**config.mk**
```make
export PLATFORM = sky130hd
export DESIGN_NAME = prog_loader
export DESIGN_NICKNAME = d
export VERILOG_FILES = /design/src/rtl/prog_loader.sv
export SDC_FILE = /design/constraint.sdc
export NUM_CORES = 1
export LEC_CHECK = 0
export ABC_AREA = 1
export CAP_MARGIN = 25
export CORE_UTILIZATION = 51
export DETAILED_ROUTE_END_ITERATION = 10
export GPL_ROUTABILITY_DRIVEN = 0
export PLACE_DENSITY = 0.9
export SLEW_MARGIN = 20
export SYNTH_ARGS = -nofsm -noshare
export SYNTH_HDL_FRONTEND = slang
export SYNTH_SLANG_ARGS = --single-unit
```
**constraint.sdc**
```tcl
create_clock -name clk -period 3.1 [get_ports clk]
set_input_delay 0.62 -clock clk [delete_from_list [all_inputs] [get_ports clk]]
set_output_delay 0.62 -clock clk [all_outputs]
set_load 0.01 [all_outputs]
```
**src/rtl/prog_loader.sv**
```systemverilog
// Program loader: accepts {opcode, argument} field pairs over a valid/ready stream,
// packs them into 9-bit instruction words and writes them to consecutive imem addresses.
module prog_loader #(
    parameter int ADDR_W = 8,
    parameter int DEPTH  = 256
) (
    input  logic              clk,
    input  logic              rstn,
    input  logic              start,
    input  logic              abort,
    input  logic [ADDR_W-1:0] base_addr,
    input  logic              in_valid,
    input  logic [4:0]        in_op,
    input  logic [3:0]        in_arg,
    output logic              in_ready,
    output logic              imem_we,
    output logic [ADDR_W-1:0] imem_addr,
    output logic [8:0]        imem_wdata,
    output logic              busy,
    output logic              done,
    output logic              err,
    output logic [ADDR_W:0]   word_count,
    output logic [8:0]        checksum,
    output logic [2:0]        dbg_state
);

    // Handshake: a field pair transfers on a rising edge where in_valid && in_ready.
    // in_ready is high only in LOAD, so at most one pair is in flight at any time.

    typedef enum logic [2:0] {
        S_IDLE  = 3'd0,
        S_LOAD  = 3'd1,
        S_WRITE = 3'd2,
        S_DONE  = 3'd3,
        S_ERR   = 3'd4
    } state_t;

    localparam logic [8:0]      TERM_WORD = 9'h1FF;
    localparam logic [ADDR_W:0] DEPTH_CNT = (ADDR_W+1)'(DEPTH);

    state_t            state;
    state_t            state_nxt;
    logic [ADDR_W-1:0] wr_ptr;
    logic [ADDR_W:0]   cnt_inc;
    logic              idle_like;
    logic              start_ok;
    logic              accept;

    always_comb begin
        idle_like = (state == S_IDLE) || (state == S_DONE) || (state == S_ERR);
        start_ok  = idle_like && start && !abort;
        accept    = (state == S_LOAD) && in_valid && !abort;
        cnt_inc   = word_count + (ADDR_W+1)'(1);
    end

    always_comb begin
        state_nxt = state;
        case (state)
            S_IDLE, S_DONE, S_ERR: begin
                if (start) state_nxt = S_LOAD;
            end
            S_LOAD: begin
                if (in_valid) state_nxt = S_WRITE;
            end
            S_WRITE: begin
                // The terminator wins even if it is also the DEPTH-th word.
                if (imem_wdata == TERM_WORD)  state_nxt = S_DONE;
                else if (cnt_inc == DEPTH_CNT) state_nxt = S_ERR;
                else                          state_nxt = S_LOAD;
            end
            default: state_nxt = S_IDLE;
        endcase
        if (abort) state_nxt = S_IDLE;
    end

    always_comb begin
        in_ready  = (state == S_LOAD);
        imem_we   = (state == S_WRITE);
        busy      = (state == S_LOAD) || (state == S_WRITE);
        done      = (state == S_DONE);
        err       = (state == S_ERR);
        dbg_state = state;
    end

    always_ff @(posedge clk) begin
        if (!rstn) begin
            state      <= S_IDLE;
            wr_ptr     <= '0;
            imem_addr  <= '0;
            imem_wdata <= '0;
            word_count <= '0;
            checksum   <= '0;
        end else begin
            state <= state_nxt;
            if (start_ok) begin
                wr_ptr     <= base_addr;
                word_count <= '0;
                checksum   <= '0;
            end
            // Address and data are captured together so they stay stable through WRITE
            // and keep their last values afterwards.
            if (accept) begin
                imem_wdata <= {in_op, in_arg};
                imem_addr  <= wr_ptr;
            end
            if (state == S_WRITE) begin
                word_count <= cnt_inc;
                checksum   <= checksum ^ imem_wdata;
                wr_ptr     <= wr_ptr + ADDR_W'(1);
            end
        end
    end

endmodule

```
Figure 1. Cell density map.
Scale bar: 20 µm. The die is cut into 7 by 7 equal tiles; black is low, pale yellow is high, 0 to 100% covered.
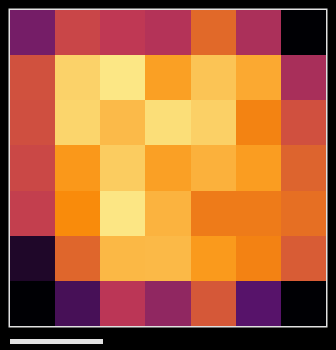
6.1% of the tiles are nearly empty. The densest ninth of the die: center. 39% of the tiles are over 75% full. The emptiest ninth of the die: lower left. The mean over all tiles is 62%. The fullest tile reaches 95%.
Initial Util: 54.3%
Core ar.: 0.00409 mm²
utilization after layout: 72.0%

==> impl_metrics.ini <==
; yosys + openroad results
[sta]
relSlewSlack_pct = 61.9
rsz0062_at_grt = false
skew_ps = 4.10
setup_violations = 0
setup_ws_ps = 689
maxSlewViolCount = 0

[grt]
grt_pass1_wl_mm = 9.13
use_met1_pct = 34.0
met2_usage_pct = 42.9
grt_busiest_layer = met2

[floorplan]
die_w_um = 67.9
die_height_um = 67.9
rows = 23

[worst_setup_path]
critical_path_arrival_ps = 1790
critPathLaunchType = flip-flop
reg2reg_from = dbg_state[1]
cp_num_cells = 5
r2r_slack_ps = 1190

[synthesis]
ys_seq_share_pct = 41.5
synthArstFlopShare_pct = 0
synth.distinct_cells = 32
synth_nets = 336
area_leaders = dfxtp_1, nand2_1, a21oi_1, nor2_1, o21ai_0
yosysMostFrequentCell = nand2_1
syn_avg_cell_area_um2 = 7.11
adder_share_pct = 1.13
simple_gate_share_pct = 30.8

[clock_network]
cts_tree = built
path_clk_slew_ps = 80
cts_buffers = 5
cts-root-buf = clkbuf_8
h-tree-depth = 2
hold_buffers = 0
cts.sinks = 46
cts-resized-gates = 0

[layout]
clockNetworkAreaShare_pct = 3.11
inverters = 27
flops = 46
clkbuf_count = 7

[route]
drtAntennaViolNets = 0
drc = 0
wl_met3_um = 305

[pwr]
p_sw_share_pct = 23.8
power_report.internal_total_mw = 0.840
powerComb_mw = 0.115

[run_status]
status = completed
Figure 2. I/O nets highlighted.
Scale bar: 20 µm.
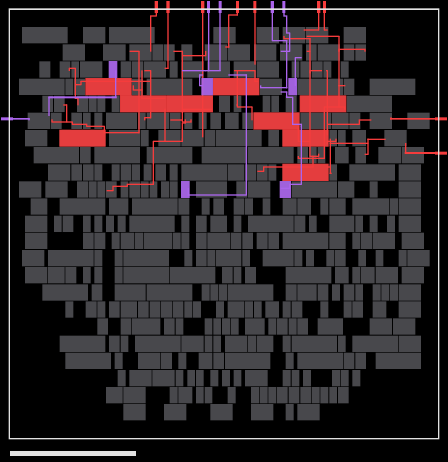
in_op: shown in purple, bits 5, direction input, edge 4 top, 1 left, end cells 5, buffers 5, wire 134 µm. imem_wdata: shown in red, bits 9, direction output, edge 7 top, 2 right, end cells 9, buffers 9, wire 336 µm.
Buffers on Ports: 64
Ports: 65

==> cells in the final DEF, fill, tap and decap left out, types with 2 or more instances in the layout <==
cell type         n
nor2_1           38
nor4_1            3
nor2_2            3
o21a_1            4
nand2_2           2
o21ai_0          28
nand2_4           2
ha_1              2
clkdlybuf4s50_1  64
nor3_1            7
nand3_1          18
nor3b_1           3
xor2_1            2
inv_1            22
nand3_2           2
a31oi_1           2
dfxtp_1          46
nand2_1          69
a21oi_1          34
buf_4             2
clkbuf_8          6
inv_2             5
==> through the flow <==
stage,hold slack (ps),instances,utilization [%]
final,509,424,72.0
after detailed placement,493,416,69.7
after global placement,481,416,69.7
after global routing,542,424,72.0
after CTS,504,424,72.0
after floorplan,467,312,-
